$ cat config.mk
export PLATFORM = sky130hd
export DESIGN_NAME = cache_level_arbiter
export DESIGN_NICKNAME = d
export VERILOG_FILES = /design/src/rtl/cache_types.sv /design/src/rtl/cache_level_split_register.sv /design/src/rtl/cache_level_arbiter.sv
export SDC_FILE = /design/constraint.sdc
export NUM_CORES = 1
export LEC_CHECK = 0
export CAP_MARGIN = 30
export CORE_AREA = 4 4 323 325
export CTS_CLUSTER_SIZE = 25
export DETAILED_ROUTE_END_ITERATION = 10
export DIE_AREA = 0 0 327 329
export GPL_ROUTABILITY_DRIVEN = 0
export PLACE_DENSITY = 0.4
export REMOVE_ABC_BUFFERS = 1
export SYNTH_ARGS = -nofsm -noshare
export SYNTH_HDL_FRONTEND = slang
export SYNTH_SLANG_ARGS = --single-unit
$ cat constraint.sdc
create_clock -name clk -period 1.9 [get_ports clk]
set_input_delay 0.285 -clock clk [delete_from_list [all_inputs] [get_ports clk]]
set_output_delay 0.285 -clock clk [all_outputs]
set_load 0.005 [all_outputs]
$ cat src/rtl/cache_types.sv
// Shared types for the cache-level arbiter: bus widths and FSM/requester enums.
// Latency: n/a (types only).
// Backpressure: n/a (types only).
package cache_types;

  typedef logic [15:0]  lc3b_word;
  typedef logic [127:0] cache_line;

  typedef enum logic [1:0] {
    IDLE,
    SERVE_I,
    SERVE_D
  } arb_state_t;

  typedef enum logic {
    REQ_I,
    REQ_D
  } arb_req_t;

endpackage

$ cat src/rtl/cache_level_split_register.sv
// Registered downstream request stage: captures address/wdata/strobes toward L2 on load.
// Latency: 1 cycle from load to outputs.
// Backpressure: none; holds its contents whenever load is low.
// Ports:
//   clk, rst_n                      clock, async active-low reset (clears everything)
//   load                            capture the req_* inputs at the next rising edge
//   req_address/wdata/read/write    values to capture
//   l2_address/wdata/read/write     registered request presented to L2
module cache_level_split_register
  import cache_types::*;
(
  input  logic         clk,
  input  logic         rst_n,
  input  logic         load,
  input  logic [15:0]  req_address,
  input  logic [127:0] req_wdata,
  input  logic         req_read,
  input  logic         req_write,
  output logic [15:0]  l2_address,
  output logic [127:0] l2_wdata,
  output logic         l2_read,
  output logic         l2_write
);

  lc3b_word  address_q, address_d;
  cache_line wdata_q, wdata_d;
  logic      read_q, read_d;
  logic      write_q, write_d;

  always_comb begin
    address_d = address_q;
    wdata_d   = wdata_q;
    read_d    = read_q;
    write_d   = write_q;
    if (load) begin
      address_d = req_address;
      wdata_d   = req_wdata;
      read_d    = req_read;
      write_d   = req_write;
    end
  end

  always_ff @(posedge clk or negedge rst_n) begin
    if (!rst_n) begin
      address_q <= '0;
      wdata_q   <= '0;
      read_q    <= 1'b0;
      write_q   <= 1'b0;
    end else begin
      address_q <= address_d;
      wdata_q   <= wdata_d;
      read_q    <= read_d;
      write_q   <= write_d;
    end
  end

  assign l2_address = address_q;
  assign l2_wdata   = wdata_q;
  assign l2_read    = read_q;
  assign l2_write   = write_q;

endmodule

$ cat src/rtl/cache_level_arbiter.sv
// Fair arbiter giving split I-cache / D-cache miss and writeback traffic one shared L2 port.
// Latency: request in IDLE reaches the L2 strobes next cycle; resp is routed back combinationally.
// Backpressure: the loser is held off until the winner's L2 transaction completes plus one IDLE cycle.
// Ports:
//   clk, rst_n                                     clock, async active-low reset
//   icache_/dcache_ address, wdata, read, write    requests from each L1 (held until resp)
//   icache_/dcache_ resp, rdata                    completion and returned line per L1
//   l2_address, l2_wdata, l2_read, l2_write        registered request to L2
//   l2_resp, l2_rdata                              completion and line from L2
//   busy                                           high whenever a grant is outstanding
module cache_level_arbiter
  import cache_types::*;
(
  input  logic         clk,
  input  logic         rst_n,
  input  logic [15:0]  icache_address,
  input  logic [127:0] icache_wdata,
  input  logic         icache_read,
  input  logic         icache_write,
  output logic         icache_resp,
  output logic [127:0] icache_rdata,
  input  logic [15:0]  dcache_address,
  input  logic [127:0] dcache_wdata,
  input  logic         dcache_read,
  input  logic         dcache_write,
  output logic         dcache_resp,
  output logic [127:0] dcache_rdata,
  output logic [15:0]  l2_address,
  output logic [127:0] l2_wdata,
  output logic         l2_read,
  output logic         l2_write,
  input  logic         l2_resp,
  input  logic [127:0] l2_rdata,
  output logic         busy
);

  arb_state_t state_q, state_d;
  arb_req_t   last_grant_q, last_grant_d;

  logic      i_req, d_req;
  logic      ld;
  lc3b_word  ld_address;
  cache_line ld_wdata;
  logic      ld_read, ld_write;

  assign i_req = icache_read | icache_write;
  assign d_req = dcache_read | dcache_write;

  always_comb begin
    state_d      = state_q;
    last_grant_d = last_grant_q;
    ld           = 1'b0;
    // Completion reloads the current address/wdata so only the strobes drop.
    ld_address   = l2_address;
    ld_wdata     = l2_wdata;
    ld_read      = 1'b0;
    ld_write     = 1'b0;
    case (state_q)
      IDLE: begin
        // On a tie the requester served least recently wins.
        if (i_req && (!d_req || last_grant_q == REQ_D)) begin
          state_d    = SERVE_I;
          ld         = 1'b1;
          ld_address = icache_address;
          ld_wdata   = icache_wdata;
          ld_read    = icache_read;
          ld_write   = icache_write;
        end else if (d_req) begin
          state_d    = SERVE_D;
          ld         = 1'b1;
          ld_address = dcache_address;
          ld_wdata   = dcache_wdata;
          ld_read    = dcache_read;
          ld_write   = dcache_write;
        end
      end
      SERVE_I: begin
        if (l2_resp) begin
          state_d      = IDLE;
          last_grant_d = REQ_I;
          ld           = 1'b1;
        end
      end
      SERVE_D: begin
        if (l2_resp) begin
          state_d      = IDLE;
          last_grant_d = REQ_D;
          ld           = 1'b1;
        end
      end
      default: state_d = IDLE;
    endcase
  end

  always_ff @(posedge clk or negedge rst_n) begin
    if (!rst_n) begin
      state_q      <= IDLE;
      last_grant_q <= REQ_D;
    end else begin
      state_q      <= state_d;
      last_grant_q <= last_grant_d;
    end
  end

  cache_level_split_register u_split (
    .clk         (clk),
    .rst_n       (rst_n),
    .load        (ld),
    .req_address (ld_address),
    .req_wdata   (ld_wdata),
    .req_read    (ld_read),
    .req_write   (ld_write),
    .l2_address  (l2_address),
    .l2_wdata    (l2_wdata),
    .l2_read     (l2_read),
    .l2_write    (l2_write)
  );

  // Responses are gated by state so a stray l2_resp in IDLE never reaches a cache.
  assign icache_resp  = (state_q == SERVE_I) & l2_resp;
  assign dcache_resp  = (state_q == SERVE_D) & l2_resp;
  assign icache_rdata = l2_rdata;
  assign dcache_rdata = l2_rdata;
  assign busy         = (state_q != IDLE);

endmodule

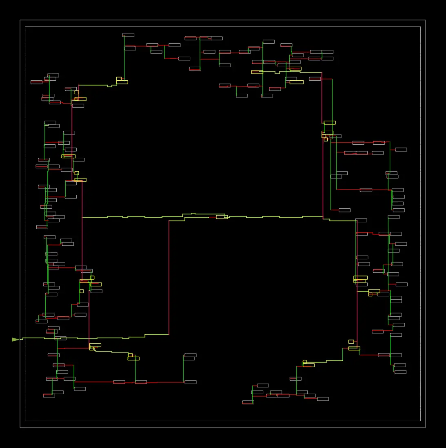
Run 1: clock routing
Worst-Skew Late Latency: 0.50 ns
CTS sink count: 149
Seq Cell Count: 149
Worst Clk Skew: 0.0199 ns

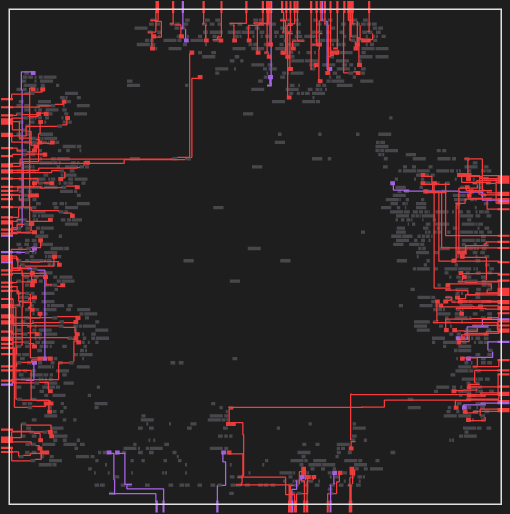
Run 1: wires at chosen ports, followed through buffers
Drawn at 1.5 px/um.
| port | colour | direction | edge | end cells | buffers | wire |
|---|---|---|---|---|---|---|
| icache_address | purple | input | 5 bottom, 4 left, 4 right, 3 top | 16 | 16 | 774 um |
| icache_wdata | red | input | 55 left, 37 right, 27 top, 9 bottom | 128 | 128 | 5,610 um |
IO Pins: 828
port bufs: 443

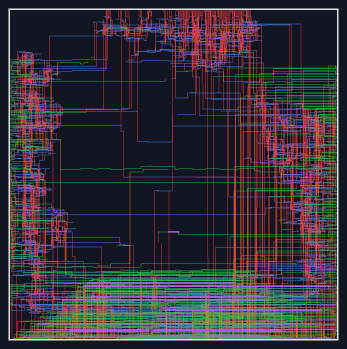
Run 1: metal layers overlaid
Drawn at 1 px/um.
| layer | colour | wire length |
|---|---|---|
| metal 1 | blue | 33.2 mm |
| metal 5 | purple | 1,850 um |
| metal 4 | orange | 2,380 um |
| metal 3 | green | 24.0 mm |
| metal 2 | red | 38.4 mm |
total routed wirelength: 99,800 um
Avg WL per Cell: 38.7 um
Vias: 10,061

[run 1: how the worst max path moves through the flow]
stage	end
2_1_floorplan	u_split.l2_address[0]$_DFFE_PN0P_
3_3_place_gp	u_split.l2_wdata[46]$_DFFE_PN0P_
3_5_place_dp	u_split.l2_wdata[84]$_DFFE_PN0P_
4_1_cts	busy
5_1_grt	u_split.l2_wdata[39]$_DFFE_PN0P_
6_report	u_split.l2_wdata[39]$_DFFE_PN0P_
[run 1: layer usage]
metal  global-route usage (%)  vias to the layer above
met3                     20.6                       98
met5                     12.1                        -
met2                     24.2                     1230
met4                     4.92                       28
met1                     17.1                     4760
li1                         -                     3945
[run 1: critical path: cells and delay by family (launching register included)]
kind,cells,cell delay (ns)
AND-OR/OR-AND,3,0.68
buffers and inverters,2,0.35
flip-flops,1,0.60
==> flow_summary.json, run 1 <==
{
  "swShare_pct": 39.0,
  "ys_warn_count": 0,
  "core_mm2": 0.101,
  "mux_area_share_pct": 0,
  "rsz0062_at_grt": "true",
  "place_area_mm2": 0.0145,
  "die_width_um": 327,
  "ys_types": 31,
  "switchingPower_mw": 9.19,
  "chip_area_mm2": 0.108,
  "cp-end-kind": "flip-flop",
  "fp-row-count": 117,
  "cts_setup_buffers": 2,
  "met2_length_um": 38400,
  "edf_count": 0,
  "yosysMostFrequentCell": "buf_4",
  "die_y_um": 329,
  "ys_area_mm2": 0.00962,
  "hold_viol_final": 0,
  "num_antenna_cells": 2,
  "largest_reg_flops": 128,
  "startpoint": "last_grant_q$_DFFE_PN1P_",
  "outcome": "finished, final reports clean",
  "comb_area_share_pct": 23.4,
  "nonClkBufAreaFrac_pct": 36.6,
  "r2r_cells": 5,
  "largest_cell_class": "buffers",
  "synth_top_flop_cell": "dfrtp_1",
  "overflow": 0,
  "ys_seq_share_pct": 38.8,
  "finalClockPeriodUsage_pct": 97.9,
  "area_growth_pct": 57.8,
  "post-place-ws_ns": -0.388,
  "mostFrequentLayoutCell": "clkdlybuf4s50_1",
  "power_frac_seq_pct": 25.3,
  "pwr-share-clk_pct": 15.9
}
==> run 2: changes to the inputs <==
- PLACE_DENSITY: 0.4 -> not set
- PLACE_DENSITY_LB_ADDON: not set -> 0.05
==> run 2 against run 1 <==
Net effect: register-to-register slack barely moved; synthesized cell count did not move; highest routed layer unchanged; die size did not move; largest cell class unchanged; total power rose by 7.7%; clock power rose by 7.2%; synthesized area did not move; largest power group unchanged; via count fell by 0.40%; global-route usage rose by 1.4 points; critical path type unchanged; hold slack got worse by 0.080 ns.
==> flow_summary.json, run 2 <==
{
  "hold_viol_final": 0,
  "skew_ns": 0.00786,
  "use_met2_pct": 26.9,
  "ys_types": 31,
  "cp-end-kind": "flip-flop",
  "switchingPower_mw": 9.78,
  "pwr-share-clk_pct": 15.8,
  "cts_setup_buffers": 2,
  "area_growth_pct": 65.9,
  "use_met3_pct": 20.8,
  "core_mm2": 0.101,
  "ys_area_mm2": 0.00962,
  "crit_end": "u_split.l2_read$_DFFE_PN0P_",
  "mux_area_share_pct": 0,
  "worst_skew_pair.late_latency_ns": 0.51,
  "fp-row-count": 117,
  "overflow": 0,
  "yosysMostFrequentCell": "buf_4",
  "swShare_pct": 38.6,
  "cpLargestDelayFamily": "AND-OR/OR-AND gates",
  "outcome": "finished, final reports clean",
  "cp.depth": 7,
  "synth_top_flop_cell": "dfrtp_1",
  "wire_per_inst_um": 41.0,
  "cts.sink_count": 149,
  "place_area_mm2": 0.0150,
  "ys_warn_count": 0,
  "die_width_um": 327,
  "r2r_cells": 7,
  "grt_busiest_layer": "met2",
  "power_frac_seq_pct": 23.6
}
run 2: cell counts after synthesis:
No cell type changed its count.
run 2: final cells by class:
type	count	area [um^2]	area share, %
Antenna cell	7	17.5	0.110
Clock buffer	24	502	3.14
Clock inverter	8	120	0.752
Inverter	5	18.8	0.118
Multi-Input combinational cell	463	3680	23.1
Sequential cell	149	3730	23.4
Tap cell	1368	1710	10.7
Timing Repair Buffer	586	6180	38.7
run 2: routing by layer:
layer / vias to the layer above / share of wire, % / routed length, um
li1: 4008 / - / -
met1: 4898 / 34 / 36700
met2: 974 / 40 / 42800
met3: 101 / 22 / 23300
met4: 40 / 1.9 / 2010
met5: - / 2.0 / 2120
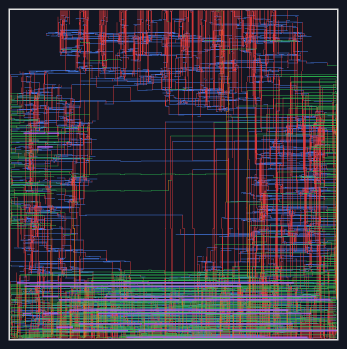
Run 2: metal layers overlaid
Drawn at 1 px/um.
| layer | colour | wire length |
|---|---|---|
| metal 5 | purple | 2,120 um |
| metal 4 | orange | 2,010 um |
| metal 3 | green | 23.3 mm |
| metal 2 | red | 42.8 mm |
| metal 1 | blue | 36.7 mm |
Vias: 10,021
total routed wirelength: 107,000 um
Total Routing Usage GR: 19.4%

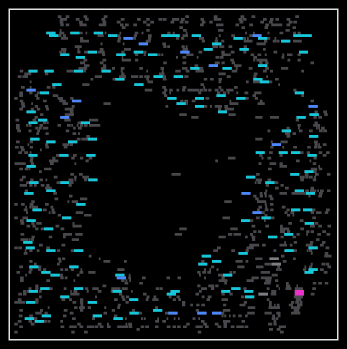
Run 2: where the registers sit
Drawn at 1 px/um. Other sequential cells in the stronger grey, the rest of the logic in the fainter grey.
| name in the netlist | colour | flops |
|---|---|---|
| u_split.l2_wdata | cyan | 128 |
| state_q | magenta | 2 |
| u_split.l2_address | blue | 16 |
not coloured: 3

==> run 3: changes to the inputs <==
- SYNTH_HIERARCHICAL: not set -> 1
==> run 3 against run 2 <==
Net effect: the flow now finishes with violations (setup timing); total power is 32% higher; combinational power is 54% higher; global-route usage is 0.71 points lower; synthesized area is 9.4% higher; critical path type unchanged; critical endpoint is now u_split/l2_wdata[15]$_DFFE_PN0P_; largest cell class unchanged.
==> flow_summary.json, run 3 <==
{
  "ys_types": 24,
  "use_met3_pct": 22.8,
  "grt.total_usage_pct": 18.7,
  "use_met2_pct": 26.2,
  "cpLargestDelayFamily": "buffers and inverters",
  "worst-r2r-setup-slack_ns": -0.15,
  "grt_use_met1_pct": 16.4,
  "wl_met3_um": 24400,
  "crit_buf_inv": 5,
  "largest_reg_flops": 128,
  "syn_area_per_cell_um2": 11.3,
  "yosysMostFrequentCell": "buf_4",
  "pwr-share-clk_pct": 10.6,
  "startpoint": "state_q[1]$_DFFE_PN0P_",
  "worst_skew_pair.late_latency_ns": 0.50,
  "top_layer": "met5",
  "ys_warn_count": 6,
  "fp-row-count": 117,
  "cp-end-kind": "flip-flop",
  "setup_slack_ns": -0.149,
  "met1_length_um": 35000,
  "openroad.warnings": 30,
  "hold_viol_final": 0,
  "power_frac_seq_pct": 18.5,
  "die_width_um": 327,
  "place_area_mm2": 0.0154,
  "chip_area_mm2": 0.108,
  "die_y_um": 329,
  "drc_errors": 0,
  "core_mm2": 0.101,
  "swShare_pct": 36.0,
  "met2_length_um": 43400,
  "mostFrequentLayoutCell": "clkdlybuf4s50_1",
  "crit_end": "u_split/l2_wdata[15]$_DFFE_PN0P_",
  "edf_count": 0,
  "r2r_cells": 9,
  "io-pin-count": 828,
  "failed_checks": "setup timing",
  "cts_setup_buffers": 8,
  "cp.depth": 9,
  "routed-via-count": 9312,
  "switchingPower_mw": 12.0,
  "wire_per_inst_um": 41.0,
  "setup_viol": 146,
  "rsz0062_at_grt": "true",
  "p_int_mw": 21.4,
  "outcome": "finished, violations left",
  "post-place-ws_ns": -0.596,
  "routed_wl_um": 106000,
  "synth_top_flop_cell": "dfrtp_1"
}
## run 3: netlist changes by cell type after synthesis, moves of 9 or more
cell and change:
a2bb2oi_1 -144, a311oi_1 -143, buf_6 +12, clkbuf_1 -73, clkbuf_2 +9, clkbuf_8 +10
mux2_2 +146, nand2b_1 +145, o21ai_0 -142, o221a_2 +144
## run 3: final cells by class
class	instances	area, um^2
fill	11181	83600
timing repair buffer	570	6360
multi-input combinational	462	5430
sequential	149	3730
tap	1368	1710
clock buffer	26	479
clock inverter	5	50.0
antenna	8	20.0
inverter	5	18.8
## run 3: cell families after synthesis
group                    Yosys count  share of synthesized area, %
AND-OR/OR-AND                    157                          16.3
adder cells (fa/ha/maj)            4                         0.475
buffers and inverters            325                          23.1
flip-flops                       149                          35.4
multiplexers                     146                          15.6
AND/OR/NAND/NOR                  155                          9.08
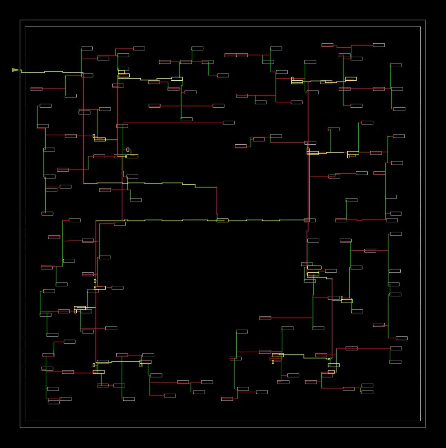
Run 3: clock routing
clock buffer count: 26
Power Clock: 3.55 mW
Worst Clk Skew: 0.0120 ns

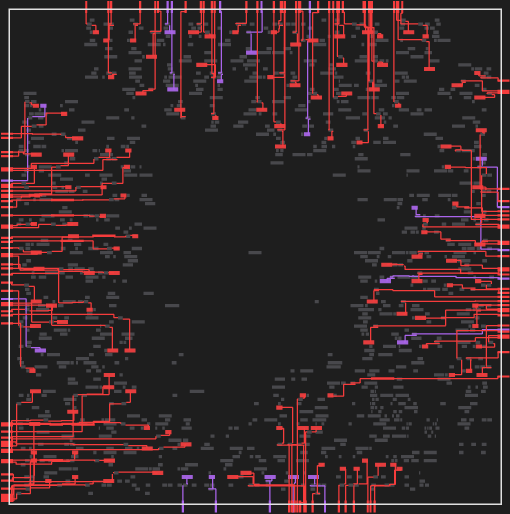
Run 3: wires at chosen ports, followed through buffers
Drawn at 1.5 px/um.
| port | colour | direction | edge | end cells | buffers | wire |
|---|---|---|---|---|---|---|
| icache_address | purple | input | 5 top, 5 bottom, 4 right, 2 left | 16 | 16 | 758 um |
| icache_wdata | red | input | 49 left, 35 top, 30 right, 14 bottom | 128 | 128 | 6,890 um |

Power and IR drop assume default switching activity.
